$ cat src/rtl/window_sum_stage_if.sv
// Column-in / window-out bundle between the line buffer and window_sum_stage.
//
// Handshake: there is no back-pressure. A column is transferred on every
// rising CLK edge where col_valid is high and the stage is in RUN.
// win_valid marks the single cycle in which win_sum, center_px and row_done
// carry a result. start and complete are one-cycle pulses.
interface window_sum_stage_if #(
  parameter int K  = 5,
  parameter int SW = 8 + $clog2(K * K)
);
  logic           start;
  logic           col_valid;
  logic [8*K-1:0] col_in;
  logic           win_valid;
  logic [SW-1:0]  win_sum;
  logic [7:0]     center_px;
  logic           row_done;
  logic           complete;
  logic           busy;

  modport master (
    output start, col_valid, col_in,
    input  win_valid, win_sum, center_px, row_done, complete, busy
  );

  modport slave (
    input  start, col_valid, col_in,
    output win_valid, win_sum, center_px, row_done, complete, busy
  );
endinterface

$ cat src/rtl/window_sum_stage.sv
// Sliding KxK window sum over columns delivered by the line buffer.
// Stage 1 reduces each accepted column to a column sum and shifts it into a
// K-deep register; stage 2 adds those K entries into the window sum.
// A small FSM tracks column/row position and frame start/end.
module window_sum_stage #(
  parameter int K     = 5,
  parameter int IMG_W = 64,
  parameter int IMG_H = 64,
  parameter int SW    = 8 + $clog2(K * K)
) (
  input  logic              CLK,
  input  logic              rst,
  window_sum_stage_if.slave bus,
  output logic [1:0]        dbg_state
);

  localparam int OUT_ROWS = IMG_H - K + 1;
  localparam int CW       = 8 + $clog2(K);
  localparam int CCW      = (IMG_W > 1) ? $clog2(IMG_W) : 1;
  localparam int RCW      = (OUT_ROWS > 1) ? $clog2(OUT_ROWS) : 1;
  // Byte 0 is the newest row (out5); bytes 1..K-1 hold the older rows in
  // order, so the middle image row sits one byte above (K-1)/2.
  localparam int MID_BYTE = (K - 1) / 2 + 1;
  localparam int MID_COL  = (K - 1) / 2;
  localparam logic [CCW-1:0] COL_LAST = CCW'(IMG_W - 1);
  localparam logic [RCW-1:0] ROW_LAST = RCW'(OUT_ROWS - 1);

  typedef enum logic [1:0] {
    S_IDLE  = 2'd0,
    S_RUN   = 2'd1,
    S_DRAIN = 2'd2,
    S_DONE  = 2'd3
  } state_t;

  state_t   state_q, state_d;
  logic     drain_cnt_q, drain_cnt_d;
  logic [CCW-1:0] col_cnt_q, col_cnt_d;
  logic [RCW-1:0] row_cnt_q, row_cnt_d;
  logic     accept;
  logic     clear_sr;

  // stage 1 state
  logic [K-1:0][CW-1:0] colsum_sr_q, colsum_sr_d;
  logic [K-1:0][7:0]    pix_sr_q, pix_sr_d;
  logic                 s1_fire_q, s1_fire_d;
  logic                 s1_valid_q, s1_valid_d;
  logic                 s1_last_q, s1_last_d;
  logic [CW-1:0]        colsum;

  // stage 2 state
  logic          win_valid_q, win_valid_d;
  logic          row_done_q, row_done_d;
  logic [SW-1:0] win_sum_q, win_sum_d;
  logic [7:0]    center_q, center_d;
  logic [SW-1:0] win_acc;

  // Frame sequencing: position counters and IDLE/RUN/DRAIN/DONE transitions.
  always_comb begin
    state_d     = state_q;
    drain_cnt_d = drain_cnt_q;
    col_cnt_d   = col_cnt_q;
    row_cnt_d   = row_cnt_q;
    accept      = 1'b0;
    clear_sr    = 1'b0;
    case (state_q)
      S_IDLE: begin
        if (bus.start) begin
          state_d   = S_RUN;
          col_cnt_d = '0;
          row_cnt_d = '0;
          clear_sr  = 1'b1;
        end
      end
      S_RUN: begin
        if (bus.col_valid) begin
          accept = 1'b1;
          if (col_cnt_q == COL_LAST) begin
            col_cnt_d = '0;
            if (row_cnt_q == ROW_LAST) begin
              state_d     = S_DRAIN;
              drain_cnt_d = 1'b0;
            end else begin
              row_cnt_d = row_cnt_q + 1'b1;
            end
          end else begin
            col_cnt_d = col_cnt_q + 1'b1;
          end
        end
      end
      S_DRAIN: begin
        if (drain_cnt_q) begin
          state_d = S_DONE;
        end else begin
          drain_cnt_d = 1'b1;
        end
      end
      S_DONE: begin
        state_d = S_IDLE;
      end
      default: begin
        state_d = S_IDLE;
      end
    endcase
  end

  // Column reduction: zero-extended sum of the K bytes of the incoming column.
  always_comb begin
    colsum = '0;
    for (int i = 0; i < K; i++) begin
      colsum = colsum + CW'(bus.col_in[8*i +: 8]);
    end
  end

  // Stage 1: shift column sum and middle-row pixel; tag window validity.
  always_comb begin
    colsum_sr_d = colsum_sr_q;
    pix_sr_d    = pix_sr_q;
    s1_fire_d   = accept;
    s1_valid_d  = s1_valid_q;
    s1_last_d   = s1_last_q;
    if (clear_sr) begin
      colsum_sr_d = '0;
      pix_sr_d    = '0;
      s1_valid_d  = 1'b0;
      s1_last_d   = 1'b0;
    end else if (accept) begin
      colsum_sr_d = {colsum_sr_q[K-2:0], colsum};
      pix_sr_d    = {pix_sr_q[K-2:0], bus.col_in[8*MID_BYTE +: 8]};
      // Only K fresh columns of the current row make a reportable window.
      s1_valid_d  = (int'(col_cnt_q) >= K - 1);
      s1_last_d   = (col_cnt_q == COL_LAST);
    end
  end

  // Window adder over the K column-sum entries.
  always_comb begin
    win_acc = '0;
    for (int i = 0; i < K; i++) begin
      win_acc = win_acc + SW'(colsum_sr_q[i]);
    end
  end

  // Stage 2: register the window result one cycle after stage 1 fired.
  always_comb begin
    win_valid_d = s1_fire_q & s1_valid_q;
    row_done_d  = s1_fire_q & s1_valid_q & s1_last_q;
    win_sum_d   = win_sum_q;
    center_d    = center_q;
    if (s1_fire_q) begin
      win_sum_d = win_acc;
      center_d  = pix_sr_q[MID_COL];
    end
  end

  // State, counters and both pipeline stages; reset abandons any frame.
  always_ff @(posedge CLK) begin
    if (!rst) begin
      state_q     <= S_IDLE;
      drain_cnt_q <= 1'b0;
      col_cnt_q   <= '0;
      row_cnt_q   <= '0;
      colsum_sr_q <= '0;
      pix_sr_q    <= '0;
      s1_fire_q   <= 1'b0;
      s1_valid_q  <= 1'b0;
      s1_last_q   <= 1'b0;
      win_valid_q <= 1'b0;
      row_done_q  <= 1'b0;
      win_sum_q   <= '0;
      center_q    <= '0;
    end else begin
      state_q     <= state_d;
      drain_cnt_q <= drain_cnt_d;
      col_cnt_q   <= col_cnt_d;
      row_cnt_q   <= row_cnt_d;
      colsum_sr_q <= colsum_sr_d;
      pix_sr_q    <= pix_sr_d;
      s1_fire_q   <= s1_fire_d;
      s1_valid_q  <= s1_valid_d;
      s1_last_q   <= s1_last_d;
      win_valid_q <= win_valid_d;
      row_done_q  <= row_done_d;
      win_sum_q   <= win_sum_d;
      center_q    <= center_d;
    end
  end

  assign bus.win_valid = win_valid_q;
  assign bus.win_sum   = win_sum_q;
  assign bus.center_px = center_q;
  assign bus.row_done  = row_done_q;
  assign bus.complete  = (state_q == S_DONE);
  assign bus.busy      = (state_q == S_RUN) || (state_q == S_DRAIN);
  assign dbg_state     = state_q;

endmodule
$ cat src/flat_wrapper.sv
// flat-port wrapper written by rule: the top's interface ports become plain ports
module window_sum_stage_flat 
#(
  parameter int K     = 5,
  parameter int IMG_W = 64,
  parameter int IMG_H = 64,
  parameter int SW    = 8 + $clog2(K * K)
)
  (CLK, rst, dbg_state, bus_start, bus_col_valid, bus_col_in, bus_win_valid, bus_win_sum, bus_center_px, bus_row_done, bus_complete, bus_busy);
  window_sum_stage_if #(.K(K), .SW(SW)) bus_i ();
  input  logic CLK;
  input  logic rst;
  output logic [1:0] dbg_state;
  input wire logic [$bits(bus_i.start)-1:0] bus_start;
  input wire logic [$bits(bus_i.col_valid)-1:0] bus_col_valid;
  input wire logic [$bits(bus_i.col_in)-1:0] bus_col_in;
  output wire logic [$bits(bus_i.win_valid)-1:0] bus_win_valid;
  output wire logic [$bits(bus_i.win_sum)-1:0] bus_win_sum;
  output wire logic [$bits(bus_i.center_px)-1:0] bus_center_px;
  output wire logic [$bits(bus_i.row_done)-1:0] bus_row_done;
  output wire logic [$bits(bus_i.complete)-1:0] bus_complete;
  output wire logic [$bits(bus_i.busy)-1:0] bus_busy;
  assign bus_i.start = bus_start;
  assign bus_i.col_valid = bus_col_valid;
  assign bus_i.col_in = bus_col_in;
  assign bus_win_valid = bus_i.win_valid;
  assign bus_win_sum = bus_i.win_sum;
  assign bus_center_px = bus_i.center_px;
  assign bus_row_done = bus_i.row_done;
  assign bus_complete = bus_i.complete;
  assign bus_busy = bus_i.busy;
  window_sum_stage #(.K(K), .IMG_W(IMG_W), .IMG_H(IMG_H), .SW(SW)) u_core (.CLK(CLK), .rst(rst), .bus(bus_i), .dbg_state(dbg_state));
endmodule
$ cat config.mk
export PLATFORM = sky130hd
export DESIGN_NAME = window_sum_stage_flat
export DESIGN_NICKNAME = d
export VERILOG_FILES = /design/src/rtl/window_sum_stage_if.sv /design/src/rtl/window_sum_stage.sv /design/src/flat_wrapper.sv
export SDC_FILE = /design/constraint.sdc
export NUM_CORES = 1
export LEC_CHECK = 0
export ABC_AREA = 1
export CAP_MARGIN = 20
export CORE_UTILIZATION = 40
export DETAILED_ROUTE_END_ITERATION = 8
export PLACE_DENSITY = 0.57
export SYNTH_ARGS = -nofsm -noshare
export SYNTH_HDL_FRONTEND = slang
export SYNTH_SLANG_ARGS = --single-unit
$ cat constraint.sdc
create_clock -name CLK -period 10.4 [get_ports CLK]
set_input_delay 2.08 -clock CLK [delete_from_list [all_inputs] [get_ports CLK]]
set_output_delay 2.08 -clock CLK [all_outputs]
set_load 0.01 [all_outputs]
run_1/util_map.png
(3 px per µm) 14 x 14 tiles, from white (low) to dark blue (high), 0 to 100% covered.
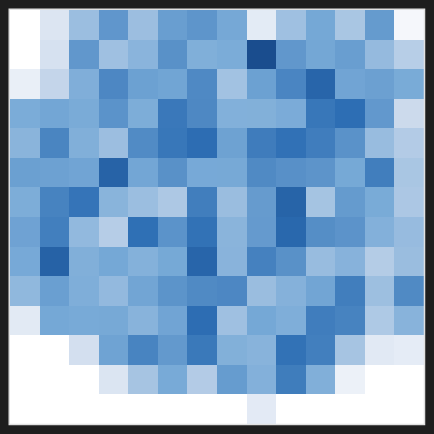
- mean over tiles: 45%
- fullest tile: 88%
- tiles over 75% full: 4.6%
fin util: 0.4901
total core area: 18,020 µm²

run_1/layers.png
(3 px per µm)
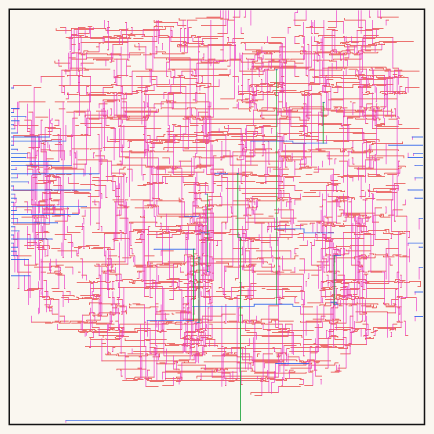
- M2: magenta (wire length 6,900 µm)
- M4: green (wire length 263 µm)
- M3: blue (wire length 516 µm)
- M1: red (wire length 7,560 µm)

run_1/clock_nets.png
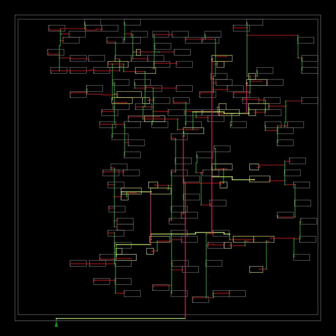
clock buffer count: 17
worst-case clock skew: 6.101 ps

==> impl_metrics.csv, run 1 <==
group,metric,value,unit
synth,avgSynthCellArea,7.342,µm²
global_route,grt_pass1_wl,25.99,mm
global_route,grt_max_degree,78,
synth,synth_cell_type_count,33,
hold_path,hold_path_end,"u_core.pix_sr_q[15]$_SDFFE_PP0P_",
power,clkPwrFrac,0.343,
route,dr.pass1.iters,6,
hold_path,hold_start,"u_core.pix_sr_q[15]$_SDFFE_PP0P_",
power,cellInternalPower,1063,µW
worst_setup_path,worstPathArrival,5780,ps
global_route,grt_pass1_vias,5821,
clock_network,clkLatencyLatePin,420,ps
clock_network,cts_tree,"built",
final_layout,nets,1199,
global_route,grt_util_met2,0.2789,
run,warnings,31,
synth,yosysSeqAreaShare,0.3253,
power,p_seq_frac,0.316,
worst_setup_path,criticalPathCategory,"input port to flop",
die,fp-row-count,49,
power,power_frac_comb,0.342,
global_route,grt_antenna_before_repair,0,
route,wl_per_cell,11.64,µm
synth,yosysChipArea,7386,µm²
synth,ys_cells,1006,
worst_setup_path,startpoint_type,"input port",
worst_setup_path,r2r_end,"u_core.bus.win_sum[10]$_SDFFE_PN0P_",
sta,tightestPinTransition,818.7,ps
global_route,grt-ovfl-total,0,
power,leakage,0.004024,µW
sta,hold_slack,460.4,ps
synth,ys_seq_elements,120,
power,p_sw,622.0,µW
placement,io_buffer_count,70,
final_layout,final_cells,1308,
clock_network,cts_made_buffers,17,
sta,fin_crit,5468,ps
power,power_density,190.7,nW/µm²
power,netSwitchingFraction,0.3692,
final_layout,lay_top_count,"nand2_1",
die,die_width,137.9,µm
run,maxCapViolations,0,
clock_network,clockBufferDepth,2,
synth,postSynthCellCount,1006,
clock_network,cts_resized,0,
placement,dp.cells,1276,
sta,max_freq,182.9,MHz
route,dr_total_vias,6060,
clock_network,clock-root-buffer,"clkbuf_16",
route,drtIter0Drc,234,
worst_setup_path,cp-endpoint,"u_core.colsum_sr_q[7]$_SDFFE_PP0P_",
sta,fin_ws,4932,ps
worst_setup_path,worst_setup_path_end_kind,"flop",
synth,syn_nets,1139,
clock_network,htree_levels,4,
die,die_area,19010,µm²
sta,slew_headroom,0.4534,
synth,ys_warn_count,0,
final_layout,drive_gt1_frac,0.04263,
final_layout,layout.cells.most_common_list,"nand2_1 (208), inv_1 (187), dfxtp_1 (120)",
sta,finalSetupViolCount,0,
clock_network,path_clk_slew,60,ps
route,vias_per_cell,4.633,
placement,gp_congestion,0.8285,
final_layout,antennaDiodeCount,0,
die,io-pin-count,71,
status,status,"finished, final reports clean",
global_route,grt.busiest_layer,"met2",
placement,post-dp-hpwl,11.24,mm
final_layout,area_growth_syn_to_layout,19.60,%
route,drc_errors,0,
-- run 1: per-stage QoR --
stage / area [µm²] / total power, µW / util
floorplan: 7386 / 975.7 / -
global placement: 8248 / 1119 / 0.4576
detailed placement: 8248 / 1121 / 0.4576
CTS: 8833 / 1706 / 0.4901
global route: 8833 / 1827 / 0.4901
finish: 8833 / 1685 / 0.4901
-- run 1: logic make-up after synthesis --
family | share of synthesized area
buffers and inverters | 0.1191
flip-flops | 0.3253
adder cells (fa/ha/maj) | 0.1914
AND-OR/OR-AND | 0.1384
XOR/XNOR | 0.02846
AND/OR/NAND/NOR | 0.1974
-- run 1: cells in the mapped netlist --
cell type  count  share of area
nor3_1         7         0.0047
nor3b_1        1         0.0010
xor2_1        15          0.018
nor2_4         1         0.0015
clkbuf_1      15         0.0076
a21o_1         2         0.0020
xnor2_1        9          0.011
o21a_1         1         0.0010
a31oi_1        5         0.0042
nand3_4        1         0.0024
ha_1          49          0.083
inv_1        187          0.095
nand4_1       11         0.0093
a21oi_1      107          0.073
buf_2         15          0.010
nor2_1        80          0.041
nand2_1      209           0.11
nand2_4        1         0.0015
nand3_1       40          0.027
o21bai_1       6         0.0061
fa_1          40           0.11
a211oi_1       3         0.0030
buf_4          1         0.0010
and3_1         1        0.00085
o21ai_4        1         0.0022
o211ai_1       1         0.0010
dfxtp_1      120           0.33
o22ai_1        1        0.00085
buf_6          1         0.0015
o21ai_0       67          0.045
nand3b_1       2         0.0020
clkinv_4       1         0.0012
inv_2          5         0.0025
-- run 1: sequential cells by signal, summed over array words and instances, names as in the netlist, 2 cells and up --
register,cells
u_core.col_cnt_q,6
u_core.pix_sr_q,24
u_core.colsum_sr_q,55
u_core.bus.win_sum,13
u_core.dbg_state,2
u_core.bus.center_px,8
u_core.row_cnt_q,6
-- run 1: layer usage --
metal | share of wire | vias up
li1 | - | 3274
met1 | 0.50 | 2685
met2 | 0.45 | 84
met3 | 0.034 | 17
met4 | 0.017 | 0
met5 | 0 | -
-- run 1: power by group through the flow --
stage | clock, µW | combinational, µW | sequential (µW)
after floorplan | 0 | 433 | 542
after global placement | 0 | 577 | 541
after detailed placement | 0 | 579 | 542
after CTS | 589 | 584 | 533
after global routing | 611 | 677 | 539
final | 577 | 575 | 532
-- run 1: cell type report --
| class | instances | area (µm²) | share of cell area |
|---|---|---|---|
| clock buffers | 17 | 425.4 | 0.04816 |
| inverters | 193 | 729.5 | 0.08258 |
| repair buffers | 73 | 723.2 | 0.08187 |
| flip-flops and latches | 120 | 2402 | 0.2720 |
| clock inverters | 15 | 160.2 | 0.01813 |
| well taps | 229 | 286.5 | 0.03244 |
| multi-input cells | 661 | 4106 | 0.4649 |
-- run 1: worst max-delay path: stages --
cell             delay [ps]
clkdlybuf4s50_1         420
ha_1                    210
fa_1                    430
a31oi_1                 190
xor2_1                  150
inv_1                    60
fa_1                    470
inv_1                    50
fa_1                    490
inv_1                    40
ha_1                    340
nand2_1                  60
o21ai_0                 330
nand2_1                 120
nand3_1                  90
nand2_1                  40
o21ai_0                 150
inv_1                    50
==> run 1 -> run 2 <==
--- a/config.mk
+++ b/config.mk
@@ -9,7 +9,7 @@
 export CAP_MARGIN = 20
 export CORE_UTILIZATION = 40
 export DETAILED_ROUTE_END_ITERATION = 8
-export PLACE_DENSITY = 0.57
+export PLACE_DENSITY = 0.59
 export SYNTH_ARGS = -nofsm -noshare
 export SYNTH_HDL_FRONTEND = slang
 export SYNTH_SLANG_ARGS = --single-unit
==> constraint.sdc (replaced) <==
create_clock -name CLK -period 4.95 [get_ports CLK]
set_input_delay 0.99 -clock CLK [delete_from_list [all_inputs] [get_ports CLK]]
set_output_delay 0.99 -clock CLK [all_outputs]
set_load 0.01 [all_outputs]
==> run 2 against run 1 <==
Global-route usage decreased by 0.20 points. Critical path depth up 1. Design area grew 0.16%. Clock-buffer cell count rose by 2. Synthesized area stayed put. Largest cell class unchanged.
==> impl_metrics.csv, run 2 <==
group,metric,value,unit
clock_network,cts_tree,"built",
route,drc_errors,0,
synth,top_cell_area_share,0.3253,
final_layout,nFillCells,1871,
die,die_area,19010,µm²
power,power_density,401.1,nW/µm²
global_route,grt_max_degree,74,
die,die_width,137.9,µm
synth,ff_type,"dfxtp_1",
sta,max_freq,232.9,MHz
synth,yosysSeqAreaShare,0.3253,
synth,area_leaders,"dfxtp_1 (33%), fa_1 (11%), nand2_1 (11%), inv_1 (9.5%), ha_1 (8.3%)",
die,fp-row-count,49,
final_layout,drive_gt1_frac,0.04440,
final_layout,regMostFlops,"u_core.colsum_sr_q",
synth,ys_seq_elements,120,
final_layout,largest_reg_flops,55,
power,power.total,3549,µW
sta,tightestPinTransition,881.6,ps
die,fp.dieH,137.9,µm
sta,fin_crit,4294,ps
die,io-pin-count,71,
final_layout,nets,1201,
clock_network,htree_levels,4,
final_layout,antennaDiodeCount,0,
worst_setup_path,criticalPathCategory,"input port to flop",
die,core,18020,µm²
sta,hold_slack,460.6,ps
route,vias_per_cell,4.686,
clock_network,clkLatencyLatePin,420,ps
synth,synth.most_common_cell,"nand2_1",
global_route,grt-ovfl-total,0,
global_route,grt_antenna_before_repair,0,
synth,async_reset_ff_frac,0,
global_route,grt_pass1_vias,5718,
final_layout,lay_top_count,"nand2_1",
route,dr.pass1.iters,4,
synth,synth_cell_type_count,33,
synth,postSynthCellCount,1006,
sta,finClkSkew,10.41,ps
placement,post-dp-hpwl,11.21,mm
route,drtIter0Drc,265,
synth,synth-edff-count,0,
synth,avgSynthCellArea,7.342,µm²
clock_network,cts_setup_buffers,0,
worst_setup_path,startpoint_type,"input port",
clock_network,clockBufferDepth,2,
sta,finalSetupViolCount,0,
run,maxCapViolations,0,
synth,ys_cells,1006,
worst_setup_path,worst_setup_path_end_kind,"flop",
power,leakage,0.004026,µW
clock_network,cts_resized,0,
synth,yosysChipArea,7386,µm²
final_layout,area_growth_syn_to_layout,19.79,%
placement,gp_congestion,0.8474,
run,warnings,31,
final_layout,layout.cells.most_common_list,"nand2_1 (208), inv_1 (187), dfxtp_1 (120)",
synth,largest_area_cell,"dfxtp_1",
route,dr_total_vias,6139,
synth,top_cells_by_count,"nand2_1 (209), inv_1 (187), dfxtp_1 (120)",
clock_network,clock-root-buffer,"clkbuf_16",
status,status,"finished, final reports clean",
route,wl_per_cell,11.54,µm
sta,slew_headroom,0.4114,
clock_network,cts_made_buffers,17,
-- run 2: logic make-up (layout without fill, tap and decap cells) --
| group | count (synthesis) | after routing | synth area share |
|---|---|---|---|
| and+or+nand+nor | 354 | 354 | 0.1974 |
| xor gates and xnor gates | 24 | 24 | 0.02846 |
| AOI/OAI and AO/OA | 194 | 194 | 0.1384 |
| buffers and inverters | 225 | 300 | 0.1191 |
| adders and majority gates | 89 | 89 | 0.1914 |
| DFF | 120 | 120 | 0.3253 |
-- run 2: layer usage --
layer / up-vias / routed length (µm) / global-route usage
li1: 3287 / - / -
met3: 17 / 749 / 0.04971
met5: - / 0 / 0
met2: 128 / 6682 / 0.2731
met1: 2707 / 7482 / 0.2222
met4: 0 / 204 / 0.06099
-- run 2: final cells by class --
cell class / instances / area (µm²) / area share
flip-flops and latches: 120 / 2402 / 0.2715
multi-input cells: 661 / 4106 / 0.4641
clock buffers: 19 / 452.9 / 0.05119
inverters: 193 / 729.5 / 0.08245
clock inverters: 13 / 131.4 / 0.01485
well taps: 229 / 286.5 / 0.03239
repair buffers: 75 / 738.2 / 0.08344
-- run 2: power breakdown --
| group | total [µW] | internal, µW | switching, µW | leakage (µW) |
|---|---|---|---|---|
| clock | 1210 | 728 | 480 | 0.000278 |
| combinational | 1220 | 469 | 755 | 0.00278 |
| sequential | 1120 | 1060 | 54.1 | 0.000971 |
| total | 3550 | 2260 | 1290 | 0.00403 |
-- run 2: metrics by stage --
step | std cells | setup WS [ps] | utilization | instance area, µm²
final | 1310 | 656.5 | 0.4908 | 8847
after detailed placement | 1278 | 189.1 | 0.4584 | 8263
after CTS | 1310 | 635.9 | 0.4908 | 8847
after global routing | 1310 | 349.9 | 0.4908 | 8847
after floorplan | 1006 | 778.3 | - | 7386
after global placement | 1278 | 254.1 | 0.4584 | 8263
-- run 2: worst max-delay path, cell delays in order --
cell and delay [ps]:
clkdlybuf4s50_1 400, ha_1 220, fa_1 430, a31oi_1 190, xor2_1 160, inv_1 60
fa_1 470, inv_1 50, fa_1 490, inv_1 40, ha_1 340, nand2_1 60
o21ai_0 160, buf_4 150, nand2_1 60, nand3_1 60, nand2_1 40, o21ai_0 160
inv_1 50
-- run 2: worst paths after layout --
kind	from	to	slack (ps)	depth (start not counted)
min	u_core.pix_sr_q[8]$_SDFFE_PP0P_	u_core.pix_sr_q[8]$_SDFFE_PP0P_	460	2
min reg2reg	u_core.pix_sr_q[8]$_SDFFE_PP0P_	u_core.pix_sr_q[8]$_SDFFE_PP0P_	460	2
max reg2reg	u_core.colsum_sr_q[0]$_SDFFE_PP0P_	u_core.bus.win_sum[10]$_SDFFE_PN0P_	930	20
max	bus_col_in[0]	u_core.colsum_sr_q[7]$_SDFFE_PP0P_	660	19
run_2/layers.png
(3 px per µm)
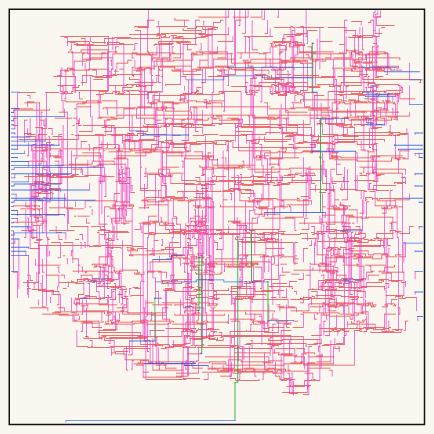
- M4: green (wire length 204 µm)
- M1: red (wire length 7,480 µm)
- M2: magenta (wire length 6,680 µm)
- M3: blue (wire length 749 µm)

run_2/ff_map.png
(3 px per µm) Other sequential cells in the stronger grey, the rest of the logic in the fainter grey.
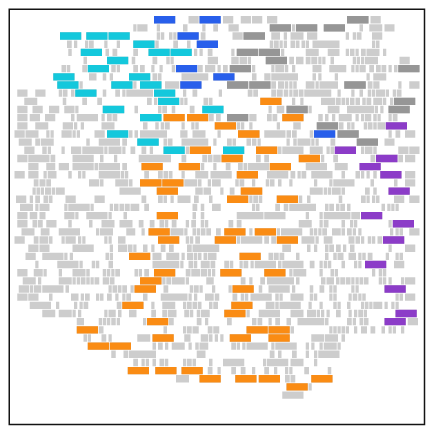
- `u_core.colsum_sr_q`: orange (placed flops 55)
- `u_core.bus.win_sum`: purple (placed flops 13; where right middle)
- `u_core.pix_sr_q`: cyan (placed flops 24)
- `u_core.bus.center_px`: blue (placed flops 8; where top middle)
fin util: 0.4908
sequential group power: 1120 µW
Seq/total area: 0.2715
Register Area: 2402 µm²

run_2/m4.png
(4 px per µm) Supply wires on this layer in grey.
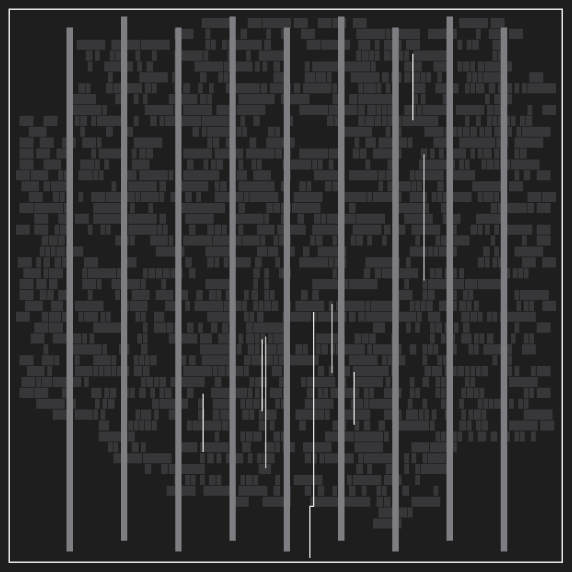
- nets with wire on the layer: 4
- share of all routed wire: 1.4%
- wire length on this layer: 204 µm

==> run 2 -> run 3 <==
--- a/config.mk
+++ b/config.mk
@@ -5,11 +5,10 @@
 export SDC_FILE = /design/constraint.sdc
 export NUM_CORES = 1
 export LEC_CHECK = 0
-export ABC_AREA = 1
 export CAP_MARGIN = 20
 export CORE_UTILIZATION = 40
 export DETAILED_ROUTE_END_ITERATION = 8
-export PLACE_DENSITY = 0.59
+export PLACE_DENSITY = 0.6
 export SYNTH_ARGS = -nofsm -noshare
 export SYNTH_HDL_FRONTEND = slang
 export SYNTH_SLANG_ARGS = --single-unit
==> run 3 against run 2 <==
Register-to-register slack got worse by 390 ps. Via count down 12%. Hold slack worse by 13 ps. Critical path type unchanged. First-iteration DRC count rose by 26%.
==> impl_metrics.csv, run 3 <==
group,metric,value,unit
run,warnings,31,
synth,synth-edff-count,0,
sta,tightestPinTransition,823.0,ps
synth,ys_seq_elements,120,
power,power_density,376.1,nW/µm²
sta,finClkSkew,18.58,ps
final_layout,area_growth_syn_to_layout,21.58,%
synth,top_cell_area_share,0.3471,
placement,io_buffer_count,70,
synth,aoi_share,0.1392,
synth,ys_sh_simple,0.1726,
status,status,"finished, final reports clean",
sta,fin_ws,318.3,ps
clock_network,htree_levels,4,
final_layout,drive_gt1_frac,0.04907,
final_layout,regMostFlops,"u_core.colsum_sr_q",
final_layout,nFillCells,1670,
synth,ys_warn_count,0,
sta,fin_crit,4632,ps
global_route,grt_max_degree,60,
run,maxCapViolations,0,
synth,top_cells_by_count,"nand2_1 (177), dfxtp_1 (120), a21oi_1 (102)",
global_route,grt-ovfl-total,0,
synth,yosys-dominant-comb-family,"adder cells",
synth,largest_area_cell,"dfxtp_1",
worst_setup_path,worst-r2r-setup-slack,540,ps
worst_setup_path,criticalPathCategory,"input port to flop",
route,wl_per_cell,12.32,µm
route,dr.pass1.iters,4,
final_layout,nets,1041,
die,io-pin-count,71,
clock_network,cts_resized,0,
synth,avgSynthCellArea,8.240,µm²
synth,xor_share,0.03796,
synth,adder_share,0.2043,
worst_setup_path,startpoint_type,"input port",
sta,slew_headroom,0.4507,
sta,finalSetupViolCount,0,
synth,area_leaders,"dfxtp_1 (35%), fa_1 (12%), nand2_1 (9.6%), ha_1 (8.9%), a21oi_1 (7.4%)",
clock_network,path_clk_slew,50,ps
synth,synth.most_common_cell,"nand2_1",
## run 3: cell type report
cell class                 count  share of cell area
clock buffer                  24             0.05724
tap                          220             0.03271
clock inverter                 4            0.008326
antenna                        1           0.0002974
sequential                   120              0.2855
timing repair buffer          81             0.09307
inverter                     101             0.04505
multi-input combinational    587              0.4778
## run 3: final timing paths
check | from | end | cells after the start
setup reg to reg | u_core.colsum_sr_q[0]$_SDFFE_PP0P_ | u_core.bus.win_sum[12]$_SDFFE_PN0P_ | 20
setup / recovery | bus_col_in[1] | u_core.colsum_sr_q[9]$_SDFFE_PP0P_ | 17
hold / removal | u_core.pix_sr_q[10]$_SDFFE_PP0P_ | u_core.pix_sr_q[18]$_SDFFE_PP0P_ | 2
hold reg to reg | u_core.pix_sr_q[10]$_SDFFE_PP0P_ | u_core.pix_sr_q[18]$_SDFFE_PP0P_ | 2
## run 3: critical path, stage by stage
cell and delay (ps):
clkdlybuf4s50_1 450, ha_1 300, a21o_1 180, a21oi_1 230, o21ai_1 120, o41ai_1 390, xnor2_1 150, fa_1 510
inv_1 50, fa_1 500, inv_1 40, ha_1 290, or2_2 290, a21oi_1 140, a21oi_1 60, mux2i_1 150
nand2_1 60
## run 3: cells by family after synthesis
group,Yosys count
flops,120
xor+xnor,30
buf+inv,133
fa+ha+maj,89
mux,18
simple gates,285
compound gates,165
## run 3: stage by stage
| step | hold slack [ps] | util | TNS, ps |
|---|---|---|---|
| 6_report | 448.0 | 0.5021 | 0 |
| 5_1_grt | 469.2 | 0.5020 | 0 |
| 4_1_cts | 451.8 | 0.5020 | 0 |
| 3_5_place_dp | 444.4 | 0.4691 | -221.5 |
| 3_3_place_gp | 439.7 | 0.4691 | -79.13 |
| 2_1_floorplan | 427.7 | - | 0 |
## run 3: metal layers
metal	global-route usage	part of all wire	up-vias
met4	0.06250	0.014	0
met5	0	0	-
li1	-	-	2850
met1	0.2362	0.52	2459
met2	0.2731	0.44	86
met3	0.03311	0.025	16
## run 3: power by group
part / switching [µW] / total, µW / internal (µW) / leakage, µW
logic: 560 / 954 / 394 / 0.00215
clock network: 401 / 1170 / 766 / 0.000272
registers: 37.2 / 1040 / 1010 / 0.000968
total: 999 / 3170 / 2170 / 0.00339
run_3/layers.png
(4 px per µm)
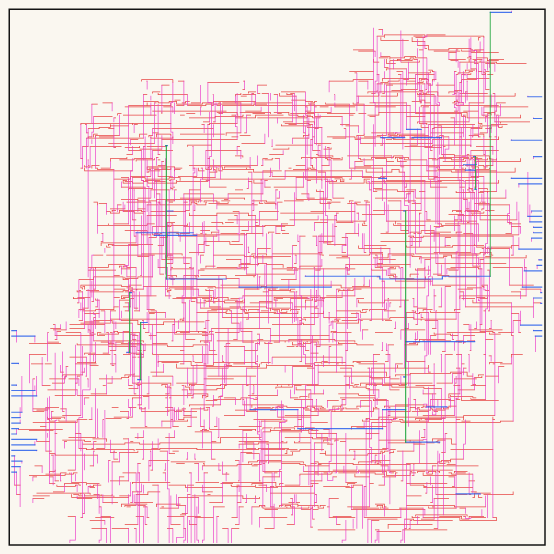
- M2: magenta (wire length 6,190 µm)
- M3: blue (wire length 350 µm)
- M1: red (wire length 7,290 µm)
- M4: green (wire length 195 µm)

run_3/m4.png
(4 px per µm) Supply wires on this layer in grey.
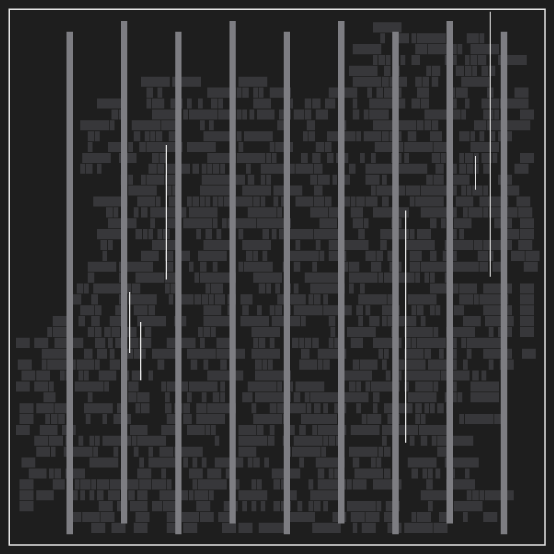
- longest straight run: 66.0 µm
- main direction: vertical
- share of all routed wire: 1.4%
final wirelength: 14.02 mm
DR vias: 5,411

run_3/util_map.png
(3 px per µm) 13 x 13 tiles, from white (low) to dark blue (high), 0 to 100% covered.
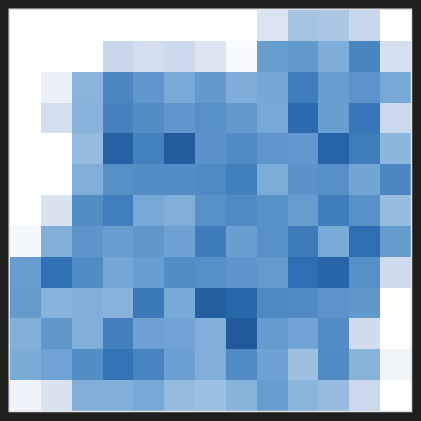
- fullest tile: 83%
- nearly empty tiles: 13%
- tiles over 75% full: 4.7%
- emptiest ninth of the die: top left
- mean over tiles: 46%
total core area: 16,760 µm²
FP Core Util: 0.4130
fin util: 0.5021

No activity file was given, so power comes from the tool's default toggle rates.
